<file path="src/rtl/sar_sequencer.sv">
// sar_sequencer
//
// Conversion sequencer for the SAR ADC macro. It walks the converter through
// INIT -> SAMP -> {COMP -> UPDATE} x n -> DONE, drives the phase strobes that
// feed clkgate, collects one comparator decision per bit (MSB first), and
// publishes the finished word through a valid/ready handshake with a sticky
// overrun flag.
//
// Ports
//   clk, rst_b          clock (rising edge) and asynchronous active-low reset
//   start               request one conversion (level-sampled in IDLE)
//   cont_mode           restart automatically after DONE / leave IDLE by itself
//   abort               abandon the conversion in progress
//   cfg_samp_cycles     SAMP phase length (0 behaves as 1)
//   cfg_nbits           bits per conversion (0 or > NBITS behaves as NBITS)
//   comp_in             comparator decision for the bit being resolved
//   seq_init/samp/comp/update   registered phase strobes for clkgate
//   busy                high whenever the sequencer is not idle
//   result, result_valid, result_ready   result word and its handshake
//   overrun, overrun_clr                 sticky overwrite flag and its clear

module sar_sequencer #(
    parameter int NBITS  = 16,
    parameter int CNT_W  = 8,
    parameter int BIDX_W = 5
) (
    input  logic              clk,
    input  logic              rst_b,
    input  logic              start,
    input  logic              cont_mode,
    input  logic              abort,
    input  logic [CNT_W-1:0]  cfg_samp_cycles,
    input  logic [BIDX_W-1:0] cfg_nbits,
    input  logic              comp_in,
    output logic              seq_init,
    output logic              seq_samp,
    output logic              seq_comp,
    output logic              seq_update,
    output logic              busy,
    output logic [NBITS-1:0]  result,
    output logic              result_valid,
    input  logic              result_ready,
    output logic              overrun,
    input  logic              overrun_clr
);

    localparam int IDX_W = (NBITS > 1) ? $clog2(NBITS) : 1;
    localparam logic [BIDX_W-1:0] NBITS_B = BIDX_W'(NBITS);

    typedef enum logic [2:0] {
        ST_IDLE,
        ST_INIT,
        ST_SAMP,
        ST_COMP,
        ST_UPDATE,
        ST_DONE
    } state_t;

    state_t             state_q, state_d;
    logic [CNT_W-1:0]   sampCfg_q, sampCfg_d;
    logic [BIDX_W-1:0]  nbCfg_q, nbCfg_d;
    logic [CNT_W-1:0]   sampCnt_q, sampCnt_d;
    logic [IDX_W-1:0]   bitIdx_q, bitIdx_d;
    logic [BIDX_W-1:0]  bitsLeft_q, bitsLeft_d;
    logic [NBITS-1:0]   word_q, word_d;
    logic [NBITS-1:0]   result_q, result_d;
    logic               valid_q, valid_d;
    logic               overrun_q, overrun_d;
    logic               seqInit_q, seqSamp_q, seqComp_q, seqUpdate_q, busy_q;
    logic               publish;

    // Next-state logic for the sequencer, the latched configuration, the
    // sample counter, the bit walker and the result handshake.
    always_comb begin
        state_d    = state_q;
        sampCfg_d  = sampCfg_q;
        nbCfg_d    = nbCfg_q;
        sampCnt_d  = sampCnt_q;
        bitIdx_d   = bitIdx_q;
        bitsLeft_d = bitsLeft_q;
        word_d     = word_q;
        result_d   = result_q;
        valid_d    = valid_q;
        overrun_d  = overrun_q;
        publish    = 1'b0;

        case (state_q)
            ST_IDLE: begin
                // abort held high in IDLE blocks a new start.
                if (!abort && (start || cont_mode)) begin
                    state_d   = ST_INIT;
                    sampCfg_d = (cfg_samp_cycles == '0) ? CNT_W'(1) : cfg_samp_cycles;
                    nbCfg_d   = (cfg_nbits == '0 || cfg_nbits > NBITS_B) ? NBITS_B : cfg_nbits;
                end
            end
            ST_INIT: begin
                word_d     = '0;
                bitIdx_d   = IDX_W'(NBITS - 1);
                bitsLeft_d = nbCfg_q;
                // The counter runs S-1 down to 0, giving exactly S SAMP cycles.
                sampCnt_d  = sampCfg_q - CNT_W'(1);
                state_d    = ST_SAMP;
            end
            ST_SAMP: begin
                if (sampCnt_q == '0) begin
                    state_d = ST_COMP;
                end else begin
                    sampCnt_d = sampCnt_q - CNT_W'(1);
                end
            end
            ST_COMP: begin
                state_d = ST_UPDATE;
            end
            ST_UPDATE: begin
                word_d[bitIdx_q] = comp_in;
                bitIdx_d         = bitIdx_q - IDX_W'(1);
                bitsLeft_d       = bitsLeft_q - BIDX_W'(1);
                state_d          = (bitsLeft_q == BIDX_W'(1)) ? ST_DONE : ST_COMP;
            end
            ST_DONE: begin
                publish = 1'b1;
                state_d = cont_mode ? ST_INIT : ST_IDLE;
            end
            default: begin
                state_d = ST_IDLE;
            end
        endcase

        // abort beats both publishing and the continuous-mode restart.
        if (abort && state_q != ST_IDLE) begin
            state_d = ST_IDLE;
            publish = 1'b0;
        end

        if (valid_q && result_ready) begin
            valid_d = 1'b0;
        end
        if (overrun_clr) begin
            overrun_d = 1'b0;
        end
        // A publish re-asserts valid even if the old word was consumed on the
        // same edge; overrun only when the old word was still unconsumed.
        if (publish) begin
            result_d = word_q;
            valid_d  = 1'b1;
            if (valid_q && !result_ready) begin
                overrun_d = 1'b1;
            end
        end
    end

    // State and datapath registers. The strobes and busy are decoded from the
    // next state so they are clean flop outputs aligned with the state.
    always_ff @(posedge clk or negedge rst_b) begin
        if (!rst_b) begin
            state_q     <= ST_IDLE;
            sampCfg_q   <= '0;
            nbCfg_q     <= '0;
            sampCnt_q   <= '0;
            bitIdx_q    <= '0;
            bitsLeft_q  <= '0;
            word_q      <= '0;
            result_q    <= '0;
            valid_q     <= 1'b0;
            overrun_q   <= 1'b0;
            seqInit_q   <= 1'b0;
            seqSamp_q   <= 1'b0;
            seqComp_q   <= 1'b0;
            seqUpdate_q <= 1'b0;
            busy_q      <= 1'b0;
        end else begin
            state_q     <= state_d;
            sampCfg_q   <= sampCfg_d;
            nbCfg_q     <= nbCfg_d;
            sampCnt_q   <= sampCnt_d;
            bitIdx_q    <= bitIdx_d;
            bitsLeft_q  <= bitsLeft_d;
            word_q      <= word_d;
            result_q    <= result_d;
            valid_q     <= valid_d;
            overrun_q   <= overrun_d;
            seqInit_q   <= (state_d == ST_INIT);
            seqSamp_q   <= (state_d == ST_SAMP);
            seqComp_q   <= (state_d == ST_COMP);
            seqUpdate_q <= (state_d == ST_UPDATE);
            busy_q      <= (state_d != ST_IDLE);
        end
    end

    assign seq_init     = seqInit_q;
    assign seq_samp     = seqSamp_q;
    assign seq_comp     = seqComp_q;
    assign seq_update   = seqUpdate_q;
    assign busy         = busy_q;
    assign result       = result_q;
    assign result_valid = valid_q;
    assign overrun      = overrun_q;

endmodule

</file>
<file path="config.mk">
export PLATFORM = sky130hd
export DESIGN_NAME = sar_sequencer
export DESIGN_NICKNAME = d
export VERILOG_FILES = /design/src/rtl/sar_sequencer.sv
export SDC_FILE = /design/constraint.sdc
export NUM_CORES = 1
export LEC_CHECK = 0
export CAP_MARGIN = 20
export CORE_MARGIN = 1
export CORE_UTILIZATION = 45
export DETAILED_ROUTE_END_ITERATION = 8
export PLACE_DENSITY = 0.69
export SETUP_SLACK_MARGIN = 0.02
export SKIP_LAST_GASP = 1
export SLEW_MARGIN = 30
export SYNTH_ARGS = -nofsm -noshare
export SYNTH_HDL_FRONTEND = slang
export SYNTH_SLANG_ARGS = --single-unit
export TNS_END_PERCENT = 50
</file>
<file path="constraint.sdc">
create_clock -name clk -period 3.2 [get_ports clk]
set_input_delay 0.48 -clock clk [delete_from_list [all_inputs] [get_ports clk]]
set_output_delay 0.48 -clock clk [all_outputs]
set_load 0.05 [all_outputs]
</file>
==> images/met3.png <==
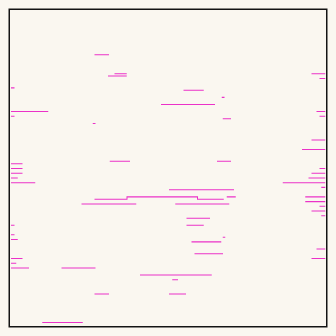
nets with wire on the layer	49
main direction	horizontal
longest straight run	20.2 µm
share of all routed wire	4.4%

==> images/density.png <==
9 x 9 tiles, from white (low) to dark blue (high), 0 to 100% covered.
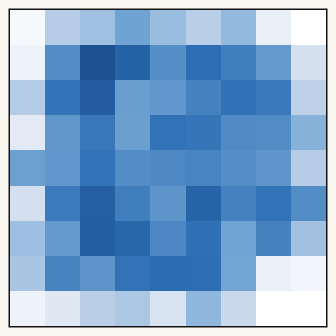
emptiest ninth of the die	south-east
densest ninth of the die	centre
fullest tile	87%
nearly empty tiles	3.7%
tiles over 75% full	12%

==> images/pins.png <==
Pins as bars across the die edge, other pins in grey.
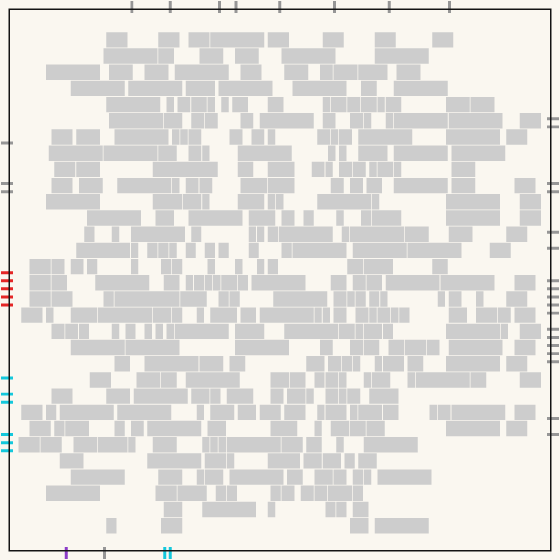
port	colour	pins	direction	edge
clk	purple	1	input	south
cfg_nbits	red	5	input	west
cfg_samp_cycles	cyan	8	input	6 west, 2 south
all pins by edge	18 east, 14 west, 8 north, 4 south

==> results.yml <==
# synthesis and place-and-route metrics
placement:
  placed_cell_area_um2: 4051
  gp_congestion: 0.8027
  port_buffers: 43
final_layout:
  final_util_pct: 57.78
  inverters: 12
  design_area_um2: 4280
timing:
  finalSetupViolCount: 0
  setup_ws_ns: 0.7269
  hold_ws_ns: 0.1758
  worst_pin_slew_ns: 0.6953
  fin_crit_sh_pct: 77.28
global_routing:
  grt_pass1_wl_um: 12970
  grt_pass1_vias: 2689
  use_met2_pct: 28.91
clocking:
  cts_buffer_depth: 2
  cts.sinks: 72
pwr:
  p_seq_uw: 1270
  p_sw_uw: 982.0
  powerClk_uw: 808
drt:
  wl_met3_um: 315
  antenna_left: 0
  highest-signal-layer: "met4"
  wl_um: 7187
  met1_length_um: 3631
run:
  max_cap_violations: 0
die:
  io_pins: 44
  die_w_um: 90.69
synth:
  logic_family: "simple AND/OR/NAND/NOR gates"
  top_area_share_pct: 50.90
  top_area_cell: "dfrtp_1"
  yosysUniqueCellTypes: 53
  synth_flops: 72
  synth_area_per_cell_um2: 10.38
  synth-main-ff-cell: "dfrtp_1"
setup_path:
  reg2reg_from: "state_q[2]$_DFF_PN0_"
  cp.required_ns: 3.44
  slowest_stage: "dfrtp_1"
  reg2reg_depth: 8
run_status:
  status: "finished clean"
Power is estimated from default activity; no workload was simulated.
